**src/rtl/pipeline_sequencer.sv**
```systemverilog
// ============================================================================
// Module   : pipeline_sequencer
// Purpose  : Job timer sequencing stage resets, source reads and output
//            pixel flags for the RGB->YCbCr->DCT->Q->IQ->IDCT->RGB pipeline.
// Revision : 1.0 - initial release
// ============================================================================
`default_nettype none

module pipeline_sequencer #(
    parameter int DCT_START   = 3,
    parameter int QUANT_START = 83,
    parameter int RDCT_START  = 86,
    parameter int OUT_START   = 150,
    parameter int NUM_BLOCKS  = 4096,
    parameter int BLK_W       = 12
) (
    input  logic             clk,
    input  logic             rst,
    input  logic             start,
    input  logic             abort,
    output logic             busy,
    output logic             done,
    output logic             mem_en_read,
    output logic             dct_rst,
    output logic             quant_rst,
    output logic             rdct_rst,
    output logic             out_valid,
    output logic [5:0]       pix_cnt,
    output logic [BLK_W-1:0] block_cnt
);

    localparam logic [31:0] TOTAL   = 32'(NUM_BLOCKS) * 32'd64;
    localparam logic [31:0] DCT_T   = 32'(DCT_START);
    localparam logic [31:0] QUANT_T = 32'(QUANT_START);
    localparam logic [31:0] RDCT_T  = 32'(RDCT_START);
    localparam logic [31:0] OUT_T   = 32'(OUT_START);
    localparam logic [31:0] JOB_END = OUT_T + TOTAL;

    if (!(DCT_START < QUANT_START && QUANT_START <= RDCT_START &&
          RDCT_START < OUT_START && NUM_BLOCKS >= 1 &&
          BLK_W >= $clog2(NUM_BLOCKS))) begin : g_param_check
        $error("pipeline_sequencer: illegal parameter combination");
    end

    typedef enum logic [0:0] {
        S_IDLE = 1'b0,
        S_RUN  = 1'b1
    } state_t;

    state_t             state_q;
    logic [31:0]        t_q;
    logic               busy_q, done_q, mem_q, dct_q, quant_q, rdct_q, valid_q;
    logic [5:0]         pix_q;
    logic [BLK_W-1:0]   block_q;

    logic [31:0]        k_d;
    logic [BLK_W+5:0]   idx_d;
    logic               run_d, done_d, valid_d;

    // k_d is the job cycle the next clock edge enters; all outputs are
    // decoded from it so they are registered yet aligned with t.
    always_comb begin
        k_d     = (state_q == S_IDLE) ? 32'd0 : t_q + 32'd1;
        idx_d   = (BLK_W+6)'(k_d - OUT_T);
        valid_d = (k_d >= OUT_T) && (k_d < JOB_END);
        run_d   = (state_q == S_IDLE) ? start : (!abort && (k_d != JOB_END));
        done_d  = (state_q == S_RUN) && !abort && (k_d == JOB_END);
    end

    always_ff @(posedge clk or negedge rst) begin
        if (!rst) begin
            state_q <= S_IDLE;
            t_q     <= 32'd0;
            busy_q  <= 1'b0;
            done_q  <= 1'b0;
            mem_q   <= 1'b0;
            dct_q   <= 1'b1;
            quant_q <= 1'b1;
            rdct_q  <= 1'b1;
            valid_q <= 1'b0;
            pix_q   <= 6'd0;
            block_q <= '0;
        end else if (run_d) begin
            state_q <= S_RUN;
            t_q     <= k_d;
            busy_q  <= 1'b1;
            done_q  <= 1'b0;
            mem_q   <= (k_d < TOTAL);
            dct_q   <= (k_d < DCT_T);
            quant_q <= (k_d < QUANT_T);
            rdct_q  <= (k_d < RDCT_T);
            valid_q <= valid_d;
            pix_q   <= valid_d ? idx_d[5:0] : 6'd0;
            block_q <= valid_d ? idx_d[BLK_W+5:6] : '0;
        end else begin
            state_q <= S_IDLE;
            t_q     <= 32'd0;
            busy_q  <= 1'b0;
            done_q  <= done_d;
            mem_q   <= 1'b0;
            dct_q   <= 1'b1;
            quant_q <= 1'b1;
            rdct_q  <= 1'b1;
            valid_q <= 1'b0;
            pix_q   <= 6'd0;
            block_q <= '0;
        end
    end

    assign busy        = busy_q;
    assign done        = done_q;
    assign mem_en_read = mem_q;
    assign dct_rst     = dct_q;
    assign quant_rst   = quant_q;
    assign rdct_rst    = rdct_q;
    assign out_valid   = valid_q;
    assign pix_cnt     = pix_q;
    assign block_cnt   = block_q;

endmodule

`default_nettype wire

```
**config.mk**
```make
export PLATFORM = sky130hd
export DESIGN_NAME = pipeline_sequencer
export DESIGN_NICKNAME = d
export VERILOG_FILES = /design/src/rtl/pipeline_sequencer.sv
export SDC_FILE = /design/constraint.sdc
export NUM_CORES = 1
export LEC_CHECK = 0
export CORE_UTILIZATION = 55
export DETAILED_ROUTE_END_ITERATION = 8
export HOLD_SLACK_MARGIN = 0.15
export PLACE_DENSITY_LB_ADDON = 0.2
export SYNTH_ARGS = -nofsm -noshare
export SYNTH_HDL_FRONTEND = slang
export SYNTH_SLANG_ARGS = --single-unit
```
**constraint.sdc**
```tcl
create_clock -name clk -period 4.2 [get_ports clk]
set_input_delay 0.84 -clock clk [delete_from_list [all_inputs] [get_ports clk]]
set_output_delay 0.84 -clock clk [all_outputs]
set_load 0.1 [all_outputs]
```
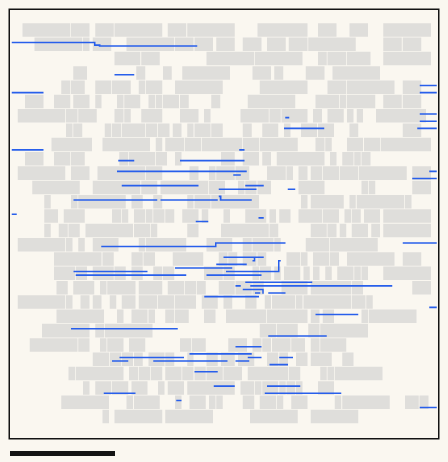
Figure 1: met3 routing.
The bar under the picture is 20 µm long.
The layer carries 494 µm of wire. The wires run mostly horizontal. The longest straight run is 26.7 µm. 46 nets have wire on it. The layer holds 6.2% of the routed length.

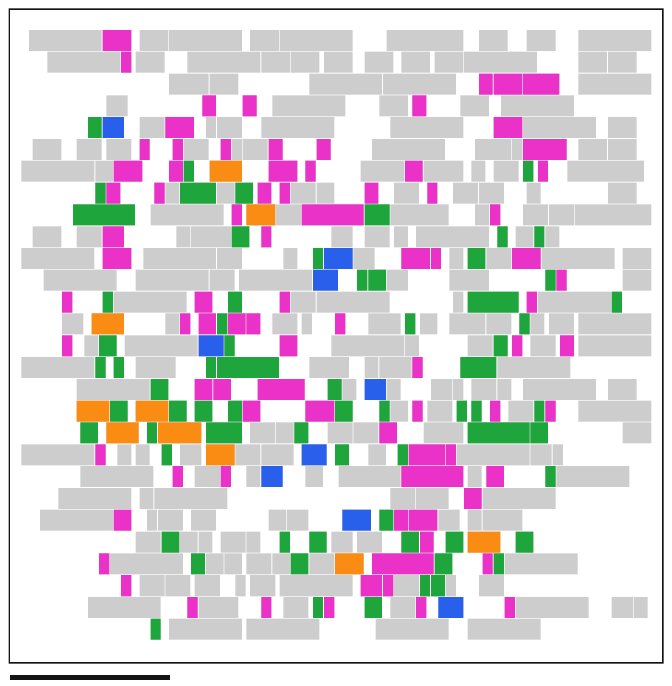
Figure 2: logic cells by family.
The bar under the picture is 20 µm long.
Magenta shows nor cells, cells 84, most used nor2_1. Blue shows non-inverting ao/oa cells, cells 9, most used o31a_1. Orange shows mux cells, cells 10, most used mux2_2. Green shows nand cells, cells 68, most used nand2_1.
logic gate fraction of the total cell area: 0.484
number of cells in the finished layout apart from fillers: 458
leading cell type in the layout, fill and taps excluded: sky130_fd_sc_hd__dfrtp_1

==> summary.rpt <==
PHYSICAL IMPLEMENTATION REPORT
----------------------------------------------------
[Layout]
  Net count reported at finish ........................ 384
  Count of sequential standard cells ........................ 57
  Final design area excluding fillers ........................ 0.00395 mm²
  Largest register by flop count ........................ t_q
  Post-route core utilization ........................ 0.659
  Number of inserted diodes ........................ 0
  Non-Clock Inverter Count ........................ 9

[Setup path]
  Data arrival time of the critical path ........................ 3.93 ns
  Launching element of the worst setup path ........................ t_q[0]
  Crit path DRT ........................ 4.38 ns
  Startpoint Class ........................ flip-flop
  Critical Path Fanout Max ........................ 22

[Clock network]
  Clk slew on worst S/H paths ........................ 0.07 ns
  CTS H-tree lvls ........................ 3
  Buffers inserted by post-CTS timing repair ........................ 0
  Clock tree from TritonCTS ........................ built

[Synth]
  Comb area leader ........................ simple AND/OR/NAND/NOR gates
  MUX area fraction ........................ 0.0325
  Post-Synth AOI/OAI Area ........................ 0.103
  Top cells by count ........................ 54 x sky130_fd_sc_hd__dfrtp_1, 38 x sky130_fd_sc_hd__nor2_1, 30 x sky130_fd_sc_hd__nand2_1
  Top cells, area ........................ sky130_fd_sc_hd__dfrtp_1 39%, sky130_fd_sc_hd__xnor2_1 4.6%, sky130_fd_sc_hd__nor2_1 4.1%
  Ys async rst share ........................ 1.00
  Mapped Cells ........................ 349
  Count of synthesis-stage warnings from yosys ........................ 0
  Average cell area after synthesis ........................ 9.91 µm²
  Flip-flops with a built-in enable ........................ 0

[Detailed routing]
  Initial DRC count ........................ 248
  Average detailed-routed wire length per instance ........................ 17.5 µm
  TritonRoute pass-1 iters ........................ 4

[Pwr]
  Total power draw ........................ 0.00112 W
  PwrDens ........................ 283 mW/mm²
  Clock network fraction of design power ........................ 0.391
  Sequential logic power ........................ 0.000560 W
  Share of total power in combinational logic ........................ 0.109
  Group with the largest share of power ........................ registers

[Hold path]
  Cell depth of the worst min-delay path ........................ 1
  Min-Delay Startpoint ........................ t_q[0]

[Global routing]
  Largest net degree at the start of global routing ........................ 58

[Floorplan]
  Top-Level Pins ........................ 29
  Die width ........................ 81.3 µm
  Area of the core region ........................ 0.00599 mm²
  Initial standard-cell utilization of the core ........................ 0.577

[Place]
  Port-buffer cells ........................ 28
  RePlAce Congestion ........................ 0.901
  Detailed placement HPWL ........................ 5520 µm

[Run]
  # Max-Cap Violations ........................ 0
  Log Warnings ........................ 26

[Final timing]
  Relative max-transition margin ........................ 0.337
  Number of endpoints with negative hold slack in the final report ........................ 0
  Upper clock frequency limit ........................ 0.267 GHz

[Status]
  Status ........................ completed

----------------------------------------------------
-- worst max-delay path: stages, from the launching register on --
cell	delay, ns
sky130_fd_sc_hd__dfrtp_1	0.48
sky130_fd_sc_hd__ha_1	0.33
sky130_fd_sc_hd__nand4_4	0.22
sky130_fd_sc_hd__nor3_1	0.42
sky130_fd_sc_hd__mux2i_1	0.33
sky130_fd_sc_hd__nand4_2	0.21
sky130_fd_sc_hd__nor4_4	0.39
sky130_fd_sc_hd__nand4_1	0.26
sky130_fd_sc_hd__o31ai_4	0.57
sky130_fd_sc_hd__buf_12	0.25
sky130_fd_sc_hd__a221oi_1	0.12
-- layer usage --
metal | vias up | wire [µm]
met3 | 20 | 493
met5 | - | 0
met1 | 1367 | 3680
li1 | 1325 | -
met4 | 0 | 178
met2 | 105 | 3680
No activity file was given, so power comes from the tool's default toggle rates.
